==> config.mk <==
export PLATFORM = sky130hd
export DESIGN_NAME = uart_rx
export DESIGN_NICKNAME = d
export VERILOG_FILES = /design/src/rtl/uart_rx_pkg.sv /design/src/rtl/sync_2ff.sv /design/src/rtl/uart_rx.sv
export SDC_FILE = /design/constraint.sdc
export NUM_CORES = 1
export LEC_CHECK = 0
export CAP_MARGIN = 20
export CORE_MARGIN = 4
export CORE_UTILIZATION = 60
export DETAILED_ROUTE_END_ITERATION = 12
export PLACE_DENSITY = 0.83
export SYNTH_ARGS = -nofsm -noshare
export SYNTH_HDL_FRONTEND = slang
export SYNTH_SLANG_ARGS = --single-unit
==> constraint.sdc <==
create_clock -name i_clk -period 4.7 [get_ports i_clk]
set_clock_uncertainty 0.15 [all_clocks]
set_input_delay 0.705 -clock i_clk [delete_from_list [all_inputs] [get_ports i_clk]]
set_output_delay 0.705 -clock i_clk [all_outputs]
set_load 0.01 [all_outputs]
==> src/rtl/uart_rx_pkg.sv <==
// uart_rx_pkg
// Shared constants and helpers for the UART receive path.
//   BAUD6M_CLK24M  : clk cycles per bit for 6 Mbaud from a 24 MHz clock
//   UART_DATA_BITS : payload bits per frame
//   expected_parity: parity bit a correct transmitter would send for a byte
package uart_rx_pkg;

  localparam int unsigned BAUD6M_CLK24M  = 4;
  localparam int unsigned UART_DATA_BITS = 8;

  // odd = 0 -> even parity (bit = ^data); odd = 1 -> odd parity (bit = ~^data)
  function automatic logic expected_parity(input logic [UART_DATA_BITS-1:0] data,
                                           input logic                      odd);
    return odd ? ~^data : ^data;
  endfunction

endpackage

==> src/rtl/sync_2ff.sv <==
// sync_2ff
// Two-stage synchronizer for a single asynchronous input. Both stages reset to
// ResetVal so an idle-high line reads as idle straight out of reset.
// Ports:
//   i_clk   : destination clock
//   i_rst_n : asynchronous active-low reset
//   i_d     : asynchronous input
//   o_q     : synchronized output (two clk of latency)
module sync_2ff #(
  parameter logic ResetVal = 1'b1
) (
  input  logic i_clk,
  input  logic i_rst_n,
  input  logic i_d,
  output logic o_q
);

  logic [1:0] r_sync;

  always_ff @(posedge i_clk or negedge i_rst_n) begin
    if (!i_rst_n) begin
      r_sync <= {2{ResetVal}};
    end else begin
      r_sync <= {r_sync[0], i_d};
    end
  end

  assign o_q = r_sync[1];

endmodule

==> src/rtl/uart_rx.sv <==
// uart_rx
// Receive half of the inter-FPGA UART link.
// Frame: START(0), DATA[7:0] LSB first, PARITY, STOP(1); line idles high.
// Ports:
//   i_clk        : system clock
//   i_rst_n      : asynchronous active-low reset, aborts any frame in flight
//   i_rx         : UART line, asynchronous to i_clk
//   o_data_rx    : last byte received with a good stop bit, held until next o_rx_valid
//   o_rx_valid   : one-cycle pulse, o_data_rx updated
//   o_parity_err : one-cycle pulse alongside o_rx_valid when parity mismatched
//   o_frame_err  : one-cycle pulse when the stop bit sampled low (no o_rx_valid)
//   o_rx_busy    : high from start-bit detect until return to idle
// BAUD_RATE is clk cycles per bit and must be >= 4.
module uart_rx
  import uart_rx_pkg::*;
#(
  parameter int unsigned BAUD_RATE = BAUD6M_CLK24M,
  parameter int unsigned PARITY    = 0
) (
  input  logic                      i_clk,
  input  logic                      i_rst_n,
  input  logic                      i_rx,
  output logic [UART_DATA_BITS-1:0] o_data_rx,
  output logic                      o_rx_valid,
  output logic                      o_parity_err,
  output logic                      o_frame_err,
  output logic                      o_rx_busy
);

  localparam int unsigned CntW = $clog2(BAUD_RATE);
  localparam logic [CntW-1:0] HalfLast = CntW'(BAUD_RATE / 2 - 1);
  localparam logic [CntW-1:0] FullLast = CntW'(BAUD_RATE - 1);
  localparam int unsigned IdxW = $clog2(UART_DATA_BITS);
  localparam logic [IdxW-1:0] IdxLast = IdxW'(UART_DATA_BITS - 1);

  typedef enum logic [2:0] {
    StIdle,
    StStart,
    StData,
    StParity,
    StStop,
    StBreak
  } state_e;

  state_e                    r_state;
  logic [CntW-1:0]           r_bit_cnt;
  logic [IdxW-1:0]           r_idx;
  logic [UART_DATA_BITS-1:0] r_shreg;
  logic                      r_p_bit;
  logic [1:0]                r_settle;
  logic                      r_armed;
  logic [UART_DATA_BITS-1:0] r_data_rx;
  logic                      r_rx_valid;
  logic                      r_parity_err;
  logic                      r_frame_err;
  logic                      r_rx_busy;

  logic w_rx_s;
  logic w_half_pt;
  logic w_full_pt;
  logic w_exp_par;

  sync_2ff #(
    .ResetVal(1'b1)
  ) u_sync_rx (
    .i_clk  (i_clk),
    .i_rst_n(i_rst_n),
    .i_d    (i_rx),
    .o_q    (w_rx_s)
  );

  assign w_half_pt = (r_bit_cnt == HalfLast);
  assign w_full_pt = (r_bit_cnt == FullLast);
  assign w_exp_par = expected_parity(r_shreg, PARITY != 0);

  always_ff @(posedge i_clk or negedge i_rst_n) begin
    if (!i_rst_n) begin
      r_state      <= StIdle;
      r_bit_cnt    <= '0;
      r_idx        <= '0;
      r_shreg      <= '0;
      r_p_bit      <= 1'b0;
      r_settle     <= '0;
      r_armed      <= 1'b0;
      r_data_rx    <= '0;
      r_rx_valid   <= 1'b0;
      r_parity_err <= 1'b0;
      r_frame_err  <= 1'b0;
      r_rx_busy    <= 1'b0;
    end else begin
      r_rx_valid   <= 1'b0;
      r_parity_err <= 1'b0;
      r_frame_err  <= 1'b0;

      // The synchronizer holds its reset value for two clocks. Only a high
      // level seen after that arms start detection, so a line that is low
      // across reset release needs a fresh falling edge before a frame starts.
      r_settle <= {r_settle[0], 1'b1};
      if (r_settle[1] && w_rx_s) begin
        r_armed <= 1'b1;
      end

      case (r_state)
        StIdle: begin
          if (r_armed && !w_rx_s) begin
            r_state   <= StStart;
            r_bit_cnt <= '0;
            r_rx_busy <= 1'b1;
          end
        end

        StStart: begin
          if (w_half_pt) begin
            r_bit_cnt <= '0;
            if (w_rx_s) begin
              // Start bit did not survive to mid-bit: treat as a glitch.
              r_state   <= StIdle;
              r_rx_busy <= 1'b0;
            end else begin
              r_state <= StData;
              r_idx   <= '0;
            end
          end else begin
            r_bit_cnt <= r_bit_cnt + CntW'(1);
          end
        end

        StData: begin
          if (w_full_pt) begin
            r_bit_cnt <= '0;
            r_shreg   <= {w_rx_s, r_shreg[UART_DATA_BITS-1:1]};
            r_idx     <= r_idx + IdxW'(1);
            if (r_idx == IdxLast) begin
              r_state <= StParity;
            end
          end else begin
            r_bit_cnt <= r_bit_cnt + CntW'(1);
          end
        end

        StParity: begin
          if (w_full_pt) begin
            r_bit_cnt <= '0;
            r_p_bit   <= w_rx_s;
            r_state   <= StStop;
          end else begin
            r_bit_cnt <= r_bit_cnt + CntW'(1);
          end
        end

        StStop: begin
          if (w_full_pt) begin
            r_bit_cnt <= '0;
            if (w_rx_s) begin
              // Back to idle at mid-stop so a following start edge is not missed.
              r_data_rx    <= r_shreg;
              r_rx_valid   <= 1'b1;
              r_parity_err <= (r_p_bit != w_exp_par);
              r_state      <= StIdle;
              r_rx_busy    <= 1'b0;
            end else begin
              r_frame_err <= 1'b1;
              r_state     <= StBreak;
            end
          end else begin
            r_bit_cnt <= r_bit_cnt + CntW'(1);
          end
        end

        StBreak: begin
          // A held-low line reports one frame error, then waits here silently.
          if (w_rx_s) begin
            r_state   <= StIdle;
            r_rx_busy <= 1'b0;
          end
        end

        default: begin
          r_state   <= StIdle;
          r_rx_busy <= 1'b0;
        end
      endcase
    end
  end

  assign o_data_rx    = r_data_rx;
  assign o_rx_valid   = r_rx_valid;
  assign o_parity_err = r_parity_err;
  assign o_frame_err  = r_frame_err;
  assign o_rx_busy    = r_rx_busy;

endmodule

==> results.toml, run 1 <==
# generated from flow reports
[routing]
vias = 985
drt-wirelength-per-cell_um = 15.80
dr.pass1.iters = 4
final_antenna_net_count = 0
detailed_route_wire_length_mm = 2.702
detailedRoute.firstIterationViolations = 36
drc = 0
detail_route.vias_per_cell = 5.760

[synthesis]
synthAoiAreaFrac_pct = 7.450
synth_dominant_cell_count = "sky130_fd_sc_hd__dfrtp_1"
top_logic_kind = "multiplexers"
netlist_instances = 124
post_synth_xor_area_fraction_pct = 4.378
yosys_register_bits = 34
number_of_enable_type_register_cells_in_the_synthesized_netlist = 0
leading_post_synthesis_cells_by_instance_count = "sky130_fd_sc_hd__dfrtp_1, sky130_fd_sc_hd__mux2_2, sky130_fd_sc_hd__mux2_4"
yosys.stat.chipArea_um2 = 1629
ys.flop_type = "sky130_fd_sc_hd__dfrtp_1"
asyncSetResetFlopFracSynth_pct = 100.0
yosys-top-cells-area = "sky130_fd_sc_hd__dfrtp_1, sky130_fd_sc_hd__mux2_2, sky130_fd_sc_hd__mux2_4"
synth.mux.area_fraction_pct = 16.21
yosys_cells = 124
syn-mean-instance-area_um2 = 13.14
synth_simple_gate_area_share_pct = 12.29
yosys.cell_types.count = 44
post_synth_instance_area_um2 = 1629
yosysWarningCount = 0
mappedNetlistNets = 132
synthAdderAreaFrac_pct = 3.840
synth_sequential_area_ratio_pct = 52.38
share_of_the_synthesized_area_in_the_top_cell_type_pct = 49.16
yosys.area.top_type = "sky130_fd_sc_hd__dfrtp_1"

[power]
power.static_leakage_nw = 0.8939
power.density_cell_area_nw_per_um2 = 436.5
total_power_consumption_w = 0.0008051
peakVddDrop_mv = 0.3944

[grt]
track_usage_pct = 18.87
grt.overflow.total = 0
wire_length_of_the_first_global_routing_pass_mm = 4.892
antenna_found_initial = 0
grt_max_degree = 35
via_count_of_the_first_global_routing_pass = 1027

[clock_tree]
clk_pin_slew_ns = 0.10
clockRootBuffer = "sky130_fd_sc_hd__clkbuf_4"
holdBufCountCts = 0
cts_setup_buffers = 0
cts-htree-levels = 2
worst_skew_pair.late_latency_ns = 0.33
cts.sinks = 34
cts_tree = "done"
cts.repair.resized = 0
tritoncts.num_buffers = 5
cts-root-to-sink-buffers = 2

[min_path]
hold_path_class = "register to register"

[timing]
unrepaired_setup_endpoints_after_global_routing = "no"
totalNegativeSetupSlack_ns = 0
final_max_slew_viol_count = 0
finalClockPeriodUsage_pct = 47.18
fmax_mhz = 451.0
max_slew.worst_pin.slew_ns = 0.5593
endpoints_failing_hold = 0
timing.final.setup_violations = 0
slew_limit_headroom_pct = 62.63
finalWorstPathRequiredPeriod_ns = 2.218

[finish]
area_growth_pct = 13.21
final_nets = 148
drive_above_1_share_pct = 24.82
antenna_cells = 0
layout.filler_cells = 185

[flow_run]
stage_log_warnings = 28
drv_cap = 0

[setup_path]
timing.critical_path.arrival_ns = 2.29
path_class = "register to register"
worstPathMaxFanout = 9
worstPathRequired_ns = 4.77
cp-start-kind = "register"
critical_path.endpoint_type = "register"

[place]
port_buffers = 14
globalplace.congestion = 0.8143
dpl.hpwl_mm = 1.871

[floorplanning]
die_w_um = 60.11
design.die.area_um2 = 3613
initCoreUtil_pct = 64.58
placeableCoreArea_um2 = 2522
floorplan.io_pins = 15
die_height_um = 60.11
num_rows = 18

[status]
run_status = "complete, no violations"
==> run 1: sequential cells by signal, indices dropped and copies added, names as in the netlist <==
signal,count
r_state,3
r_bit_cnt,2
u_sync_rx.r_sync,2
r_idx,3
o_frame_err,1
r_armed,1
o_data_rx,8
r_shreg,8
r_p_bit,1
o_rx_busy,1
o_rx_valid,1
o_parity_err,1
r_settle,2
==> run 1: final timing paths <==
kind	from	end	slack, ns	depth (start not counted)
min	r_settle[0]	r_settle[1]	0.21	0
min in group asynchronous	i_rst_n	o_data_rx[1]	0.61	2
max in group asynchronous	i_rst_n	u_sync_rx.r_sync[0]	3.46	2
min reg2reg	r_settle[0]	r_settle[1]	0.21	0
max	r_bit_cnt[0]	r_shreg[7]	2.48	4
max reg2reg	r_bit_cnt[0]	r_shreg[7]	2.48	4
==> run 1: power breakdown <==
| group | internal [W] | switching (W) | total [W] | leakage, nW |
|---|---|---|---|---|
| clock | 0.0000725 | 0.0000942 | 0.000167 | 0.0353 |
| combinational | 0.000137 | 0.000100 | 0.000237 | 0.413 |
| sequential | 0.000333 | 0.0000682 | 0.000402 | 0.445 |
| total | 0.000543 | 0.000263 | 0.000805 | 0.894 |
==> run 1: area by class of cell <==
cell class / instances / area [um^2] / area share (%)
inverters: 4 / 15.01 / 0.8141
well taps: 30 / 37.54 / 2.035
repair buffers: 16 / 155.1 / 8.412
clock buffers: 7 / 55.05 / 2.985
flip-flops and latches: 34 / 853.3 / 46.27
multi-input cells: 79 / 723.2 / 39.21
clock inverters: 1 / 5.005 / 0.2714
==> run 1: stage by stage <==
stage                     setup WS [ns]  instances  hold WS [ns]  area (um^2)  util, %
final                             2.482        171        0.2072         1844    73.12
after global routing              2.340        171        0.2206         1844    73.12
after CTS                         2.452        171        0.2105         1844    73.12
after detailed placement          2.491        163        0.1879         1784    70.73
after global placement            2.629        163        0.1830         1784    70.73
after floorplan                   2.758        124        0.1812         1629        -
==> run 1: routing by layer <==
| layer | track usage, % | wire [um] | vias to the layer above |
|---|---|---|---|
| li1 | - | - | 474 |
| met1 | 23.41 | 1175 | 483 |
| met2 | 30.71 | 1332 | 23 |
| met3 | 6.263 | 146 | 5 |
| met4 | 6.646 | 46 | 0 |
| met5 | 0 | 0 | - |
==> run 1: cell usage in the layout, fill, tap and decap left out, drive strengths merged, types with 2 or more instances in the layout <==
master         count
clkbuf             7
nor2               2
a21oi              3
buf                2
o21ai              2
nand3b             2
or3b               4
dfstp              2
clkdlybuf4s50     14
a21o               2
mux2i              2
nand2b             3
ha                 5
nand2              5
dfrtp             32
mux2              19
xnor3              2
a22o               2
or2                2
nor3b              3
inv                4
xnor2              2
==> run 1: critical path, stage by stage, from the launching register on <==
cell and delay [ns]:
sky130_fd_sc_hd__dfrtp_1 0.45, sky130_fd_sc_hd__ha_1 0.37, sky130_fd_sc_hd__nor3b_1 0.53, sky130_fd_sc_hd__buf_4 0.27
sky130_fd_sc_hd__mux2_2 0.34
Figure 1. Register map, names as in the netlist (run 1).
(4 px per um)
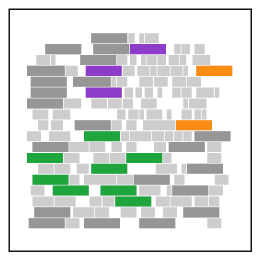
| netlist name | colour | placed flops |
|---|---|---|
| `r_shreg` | green | 8 |
| `r_state` | purple | 3 |
| `r_bit_cnt` | orange | 2 |

Figure 2. Metal layers overlaid (run 1).
(4 px per um)
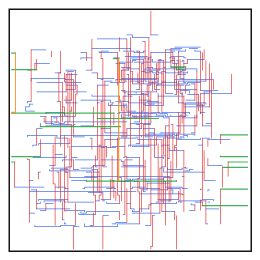
| layer | colour | wire length |
|---|---|---|
| met4 | orange | 46.5 um |
| met3 | green | 147 um |
| met1 | blue | 1180 um |
| met2 | red | 1330 um |

Figure 3. Routed clock nets over the placement (run 1).
(6 px per um)
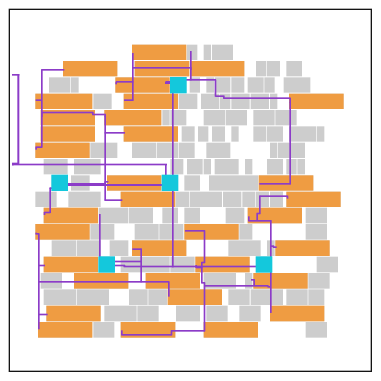
[flip-flops] orange | count: 34
[clock wires] purple | length: 403 um
[cells driving clock nets] cyan | count: 5
flops lie: spread over the die

==> run 2: changes to the inputs <==
--- a/config.mk
+++ b/config.mk
@@ -7,9 +7,9 @@
 export LEC_CHECK = 0
 export CAP_MARGIN = 20
 export CORE_MARGIN = 4
-export CORE_UTILIZATION = 60
+export CORE_UTILIZATION = 56
 export DETAILED_ROUTE_END_ITERATION = 12
-export PLACE_DENSITY = 0.83
+export PLACE_DENSITY = 0.78
 export SYNTH_ARGS = -nofsm -noshare
 export SYNTH_HDL_FRONTEND = slang
 export SYNTH_SLANG_ARGS = --single-unit
==> constraint.sdc (replaced) <==
create_clock -name i_clk -period 2.11 [get_ports i_clk]
set_clock_uncertainty 0.15 [all_clocks]
set_input_delay 0.3165 -clock i_clk [delete_from_list [all_inputs] [get_ports i_clk]]
set_output_delay 0.3165 -clock i_clk [all_outputs]
set_load 0.01 [all_outputs]
==> run 2 against run 1 <==
Net effect: synthesized cell count stayed put; total power rose by 130%; combinational power increased to 2.6 times the previous value; non-clock buffer count increased by 4; largest cell class unchanged; wire length grew 4.9%.
==> results.toml, run 2 <==
# generated from flow reports
[status]
run_status = "complete, no violations"

[clock_tree]
cts_setup_buffers = 0
clockRootBuffer = "sky130_fd_sc_hd__clkbuf_4"
clk_pin_slew_ns = 0.11
cts_tree = "done"
cts-root-to-sink-buffers = 2
tritoncts.num_buffers = 5
cts.sinks = 34
worst_skew_pair.late_latency_ns = 0.33

[floorplanning]
design.die.area_um2 = 3836
initCoreUtil_pct = 59.07
num_rows = 19
floorplan.io_pins = 15
die_w_um = 61.94
placeableCoreArea_um2 = 2758

[setup_path]
path_class = "register to register"
critPathCapture = "o_data_rx[4]"
timing.critical_path.slowest_stage_cell = "sky130_fd_sc_hd__dfstp_2"
critical-path-max-stage-delay_ns = 0.53
worstPathMaxFanout = 9
worstRegToRegCells = 3
rr_startpoint = "u_sync_rx.r_sync[1]"
critical_path.endpoint_type = "register"
worstPathCellList = "or3b_1 -> or2_1 -> mux2_4"
timing.critical_path.arrival_ns = 2.04
worst_setup_path_startpoint = "u_sync_rx.r_sync[1]"
cp-start-kind = "register"
r2r_end = "o_data_rx[4]"

[min_path]
worst_hold_startpoint = "r_settle[0]"
hold_path_class = "register to register"

[grt]
antenna_found_initial = 0
wire_length_of_the_first_global_routing_pass_mm = 4.843
track_usage_pct = 18.28
grt.overflow.total = 0
via_count_of_the_first_global_routing_pass = 1022
grt_max_degree = 35

[synthesis]
synthAdderAreaFrac_pct = 3.840
synth.mux.area_fraction_pct = 16.21
asyncSetResetFlopFracSynth_pct = 100.0
post_synth_instance_area_um2 = 1629
mappedNetlistNets = 132
synthAoiAreaFrac_pct = 7.450
yosysWarningCount = 0
yosys.area.top_type = "sky130_fd_sc_hd__dfrtp_1"
ys.flop_type = "sky130_fd_sc_hd__dfrtp_1"
synth_simple_gate_area_share_pct = 12.29
yosys_cells = 124
synth_dominant_cell_count = "sky130_fd_sc_hd__dfrtp_1"
yosys_register_bits = 34
number_of_enable_type_register_cells_in_the_synthesized_netlist = 0
syn-mean-instance-area_um2 = 13.14
netlist_instances = 124
post_synth_xor_area_fraction_pct = 4.378
yosys-top-cells-area = "sky130_fd_sc_hd__dfrtp_1, sky130_fd_sc_hd__mux2_2, sky130_fd_sc_hd__mux2_4"
leading_post_synthesis_cells_by_instance_count = "sky130_fd_sc_hd__dfrtp_1, sky130_fd_sc_hd__mux2_2, sky130_fd_sc_hd__mux2_4"
top_logic_kind = "multiplexers"
yosys.stat.chipArea_um2 = 1629

[finish]
layout_top_cell_excl_fill_tap = "sky130_fd_sc_hd__dfrtp_1"
drive_above_1_share_pct = 28.28
area_growth_pct = 16.44
antenna_cells = 0
layout_top_cells = "sky130_fd_sc_hd__dfrtp_1, sky130_fd_sc_hd__clkdlybuf4s50_1, sky130_fd_sc_hd__mux2_2"

[place]
place_ws_ns = 0.1177
dpl.hpwl_mm = 1.971
placed_area_um2 = 1815
globalplace.congestion = 0.7902

[timing]
timing.final.setup_violations = 0
max_slew.worst_pin.slew_ns = 0.5631
finalClockPeriodUsage_pct = 93.21
final_max_slew_viol_count = 0
fin_ws_ns = 0.1432
unrepaired_setup_endpoints_after_global_routing = "no"
endpoints_failing_hold = 0
fmax_mhz = 508.4
totalNegativeSetupSlack_ns = 0
finalWorstPathRequiredPeriod_ns = 1.967

[routing]
detail_route.vias_per_cell = 5.682
detailedRoute.firstIterationViolations = 41
vias = 1000
drc = 0
top_layer_used = "met4"
dr.pass1.iters = 4
detailed_routing_wirelength_on_met1_mm = 1.305
final_antenna_net_count = 0
drt-wirelength-per-cell_um = 16.11
met3RoutedLength_um = 116
detailed_route_wire_length_mm = 2.835

[flow_run]
drv_cap = 0
stage_log_warnings = 28

[power]
peakVddDrop_mv = 0.7984
power.static_leakage_nw = 0.9199
==> run 2: netlist changes by cell type in the layout (fill, tap and decap cells not counted) <==
cell,previous run,this run
sky130_fd_sc_hd__clkbuf_1,1,0
sky130_fd_sc_hd__ha_2,0,1
sky130_fd_sc_hd__ha_1,5,4
sky130_fd_sc_hd__clkinv_2,1,0
sky130_fd_sc_hd__buf_4,2,6
sky130_fd_sc_hd__clkbuf_8,1,3
==> run 2: layer usage <==
| metal | track usage, % | vias to the layer above |
|---|---|---|
| li1 | - | 481 |
| met1 | 24.36 | 495 |
| met2 | 27.20 | 19 |
| met3 | 5.785 | 5 |
| met4 | 8.788 | 0 |
| met5 | 0 | - |
==> run 2: worst min path at each step <==
stage | to | slack, ns | cells past startpoint
global route | u_sync_rx.r_sync[0] | 0.22 | 1
CTS | r_settle[1] | 0.21 | 0
floorplan | o_data_rx[0] | -0.13 | 0
detailed placement | r_settle[1] | 0.19 | 0
global placement | r_settle[1] | 0.18 | 0
finish | r_settle[1] | 0.20 | 0
==> run 2: final cells by class <==
type / instances / area (um^2)
clock buffers: 8 / 78.83
flip-flops and latches: 34 / 853.3
inverters: 4 / 15.01
repair buffers: 20 / 185.2
well taps: 31 / 38.79
fillers: 204 / 860.8
multi-input cells: 79 / 725.7
==> run 2: repair_timing <==
item | 4_1_cts | 5_1_grt
hold endpoints to repair | 0 | 0
resized | 0 | 1
hold buffers | 0 | 0
endpoints found under the setup margin | 0 | 7
==> run 2: logic make-up (layout without fill, tap and decap cells) <==
| family | after synthesis | count (layout) |
|---|---|---|
| flops | 34 | 34 |
| buf+inv | 11 | 32 |
| fa+ha+maj | 5 | 5 |
| mux | 21 | 21 |
| compound gates | 17 | 17 |
| other cells | 1 | 1 |
| xor+xnor | 5 | 5 |
| simple gates | 30 | 30 |
==> run 2: where the power goes <==
group	switching [W]	leakage [nW]	internal, W	total [W]
combinational	0.000286	0.430	0.000330	0.000616
sequential	0.0000853	0.445	0.000744	0.000829
clock	0.000214	0.0446	0.000228	0.000442
==> run 2: worst max-delay path: cells and delay by family, from the launching register on <==
family / cells / cell delay [ns]
flops: 1 / 0.53
mux: 1 / 0.39
simple gates: 2 / 0.81
==> run 2: metrics by stage <==
stage | utilization [%] | total power, W | cells
2_1_floorplan | - | 0.001300 | 124
3_3_place_gp | 65.83 | 0.001425 | 168
3_5_place_dp | 65.83 | 0.001460 | 168
4_1_cts | 68.69 | 0.001903 | 176
5_1_grt | 68.78 | 0.002011 | 176
6_report | 68.78 | 0.001887 | 176
Figure 4. Register map, names as in the netlist (run 2).
(4 px per um)
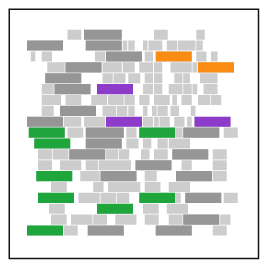
| netlist name | colour | placed flops |
|---|---|---|
| `r_bit_cnt` | orange | 2 |
| `r_shreg` | green | 8 |
| `r_state` | purple | 3 |
not coloured: 21

==> run 3: changes to the inputs <==
--- a/config.mk
+++ b/config.mk
@@ -6,7 +6,7 @@
 export NUM_CORES = 1
 export LEC_CHECK = 0
 export CAP_MARGIN = 20
-export CORE_MARGIN = 4
+export CORE_MARGIN = 2
 export CORE_UTILIZATION = 56
 export DETAILED_ROUTE_END_ITERATION = 12
 export PLACE_DENSITY = 0.78
==> run 3 against run 2 <==
Net effect: non-clock buffer count up 1; sequential power about the same; design area down 0.86%; via count up 2.4%; wire length down 1.6%; die size down 12%; synthesized area unchanged; core utilization down 0.59 points; count of clock-buffer cells in the layout down 2; critical path type unchanged; highest routed layer unchanged.
==> results.toml, run 3 <==
# generated from flow reports
[place]
port_buffers = 14
globalplace.congestion = 0.7886
dpl.hpwl_mm = 1.874

[min_path]
hold_path_class = "register to register"

[routing]
detailedRoute.firstIterationViolations = 49
vias = 1024
final_antenna_net_count = 0
dr.pass1.iters = 4
drc = 0
detail_route.vias_per_cell = 5.785
drt-wirelength-per-cell_um = 15.77
detailed_route_wire_length_mm = 2.791

[finish]
layout_top_cells = "sky130_fd_sc_hd__dfrtp_1, sky130_fd_sc_hd__clkdlybuf4s50_1, sky130_fd_sc_hd__mux2_2"
layout_top_cell_excl_fill_tap = "sky130_fd_sc_hd__dfrtp_1"
antenna_cells = 0
drive_above_1_share_pct = 28.08
area_growth_pct = 15.44
final_nets = 153

[clock_tree]
tritoncts.num_buffers = 5
cts_setup_buffers = 0
clk_pin_slew_ns = 0.10
worst_skew_pair.late_latency_ns = 0.33
cts-root-to-sink-buffers = 2
clockRootBuffer = "sky130_fd_sc_hd__clkbuf_4"
cts-htree-levels = 2
cts.sinks = 34
cts_tree = "done"

[timing]
totalNegativeSetupSlack_ns = 0
endpoints_failing_hold = 0
unrepaired_setup_endpoints_after_global_routing = "no"
timing.final.setup_violations = 0
slew_limit_headroom_pct = 64.00
max_slew.worst_pin.slew_ns = 0.5399
finalClockPeriodUsage_pct = 93.81
final_max_slew_viol_count = 0
fmax_mhz = 505.2
finalWorstPathRequiredPeriod_ns = 1.979

[synthesis]
synth_sequential_area_ratio_pct = 52.38
yosysWarningCount = 0
ys.flop_type = "sky130_fd_sc_hd__dfrtp_1"
netlist_instances = 124
share_of_the_synthesized_area_in_the_top_cell_type_pct = 49.16
post_synth_instance_area_um2 = 1629
yosys.area.top_type = "sky130_fd_sc_hd__dfrtp_1"
yosys_cells = 124
yosys-top-cells-area = "sky130_fd_sc_hd__dfrtp_1, sky130_fd_sc_hd__mux2_2, sky130_fd_sc_hd__mux2_4"
yosys_register_bits = 34
yosys.stat.chipArea_um2 = 1629
synth_dominant_cell_count = "sky130_fd_sc_hd__dfrtp_1"
number_of_enable_type_register_cells_in_the_synthesized_netlist = 0
leading_post_synthesis_cells_by_instance_count = "sky130_fd_sc_hd__dfrtp_1, sky130_fd_sc_hd__mux2_2, sky130_fd_sc_hd__mux2_4"
yosys.cell_types.count = 44
asyncSetResetFlopFracSynth_pct = 100.0
syn-mean-instance-area_um2 = 13.14
mappedNetlistNets = 132

[grt]
grt_max_degree = 35
wire_length_of_the_first_global_routing_pass_mm = 4.754
track_usage_pct = 19.30
grt.overflow.total = 0
via_count_of_the_first_global_routing_pass = 1008
antenna_found_initial = 0

[floorplanning]
die_height_um = 57.94
placeableCoreArea_um2 = 2758
design.die.area_um2 = 3356
die_w_um = 57.94
num_rows = 19
floorplan.io_pins = 15
initCoreUtil_pct = 59.07

[setup_path]
worstPathRequired_ns = 2.18
timing.critical_path.arrival_ns = 2.05
critical-path-max-stage-delay_ns = 0.54
worstPathCellList = "or3b_1 -> or2_1 -> mux2_4"
path_buffers = 0
path_delay_family = "simple AND/OR/NAND/NOR gates"
critical_path.endpoint_type = "register"
path_class = "register to register"
cp-start-kind = "register"
worstPathMaxFanout = 9
timing.critical_path.slowest_stage_cell = "sky130_fd_sc_hd__dfstp_2"

[status]
run_status = "complete, no violations"

[power]
total_power_consumption_w = 0.001832
power.density_cell_area_nw_per_um2 = 974.3
power.static_leakage_nw = 0.9129
peakVddDrop_mv = 0.7853

[flow_run]
stage_log_warnings = 28
drv_cap = 0
## run 3: cell counts after synthesis
No cell type changed its count.
## run 3: timing repair
item / 4_1_cts / 5_1_grt
endpoints found under the hold margin: 0 / 0
setup endpoints to repair: 0 / 1
resized: 0 / 1
hold buffers: 0 / 0
## run 3: layout make-up
type	instances	area (um^2)
multi-input combinational	79	725.7
sequential	34	853.3
inverter	4	15.01
clock inverter	2	13.76
clock buffer	6	41.29
tap	31	38.79
fill	209	877.1
timing repair buffer	21	192.7
## run 3: cell families after synthesis
group                      count (synthesis)  share of synthesized area [%]
DFF                                       34                          52.38
and+or+nand+nor                           30                          12.29
muxes                                     21                          16.21
AOI/OAI and AO/OA                         17                          7.451
buffers and inverters                     11                          3.226
adders and majority gates                  5                          3.840
xor gates and xnor gates                   5                          4.378
other                                      1                         0.2302
## run 3: power breakdown
group          internal (W)  switching (W)
logic              0.000334       0.000314
clock network      0.000131       0.000225
registers          0.000744      0.0000850
## run 3: worst reg2reg max path, cell delays in order (launching register included)
cell and delay [ns]:
sky130_fd_sc_hd__dfstp_2 0.54, sky130_fd_sc_hd__or3b_1 0.38, sky130_fd_sc_hd__or2_1 0.43, sky130_fd_sc_hd__mux2_4 0.37
## run 3: metal layers
metal  track usage [%]  vias up  wire (um)
met5                 0        -          0
met4             6.977        0         40
met3             7.143        6        131
met2             26.62       24       1252
met1             28.18      509       1367
li1                  -      485          -
## run 3: worst paths after layout
kind                                           from             endpoint  slack [ns]  cells after the start
min in group asynchronous                   i_rst_n         o_data_rx[1]        0.22                      2
worst max register to register  u_sync_rx.r_sync[1]         o_data_rx[5]        0.13                      3
worst min-delay path                    r_settle[0]          r_settle[1]        0.21                      0
max in group asynchronous                   i_rst_n  u_sync_rx.r_sync[1]        1.24                      2
worst min register to register          r_settle[0]          r_settle[1]        0.21                      0
worst max-delay path            u_sync_rx.r_sync[1]         o_data_rx[5]        0.13                      3
## run 3: stage by stage
| step | instances | setup WS, ns | util (%) | instance area, um^2 | hold WS (ns) |
|---|---|---|---|---|---|
| CTS | 177 | 0.1228 | 68.10 | 1878 | 0.2175 |
| floorplan | 124 | 0.1679 | - | 1629 | -0.1291 |
| global route | 177 | 0.08065 | 68.19 | 1881 | 0.2182 |
| global placement | 169 | 0.2063 | 66.11 | 1823 | 0.1826 |
| finish | 177 | 0.1306 | 68.19 | 1881 | 0.2149 |
| detailed placement | 169 | 0.1339 | 66.11 | 1823 | 0.1910 |
Figure 5. M3 wires (run 3).
(4 px per um)
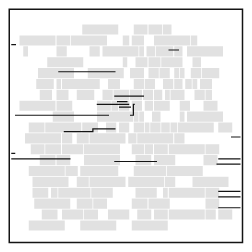
main direction: horizontal
share of all routed wire: 4.7%
longest straight run: 23.2 um
nets with wire on the layer: 15
wire length on this layer: 132 um


==> layout pictures side by side <==
Congestion heat map.
picture 1
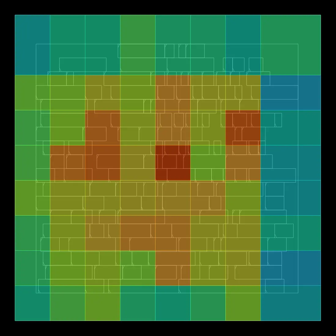
picture 2
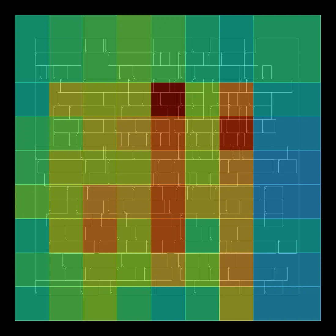
For run 1, see picture 1.
For run 2, see picture 2.

Power is estimated from default activity; no workload was simulated.
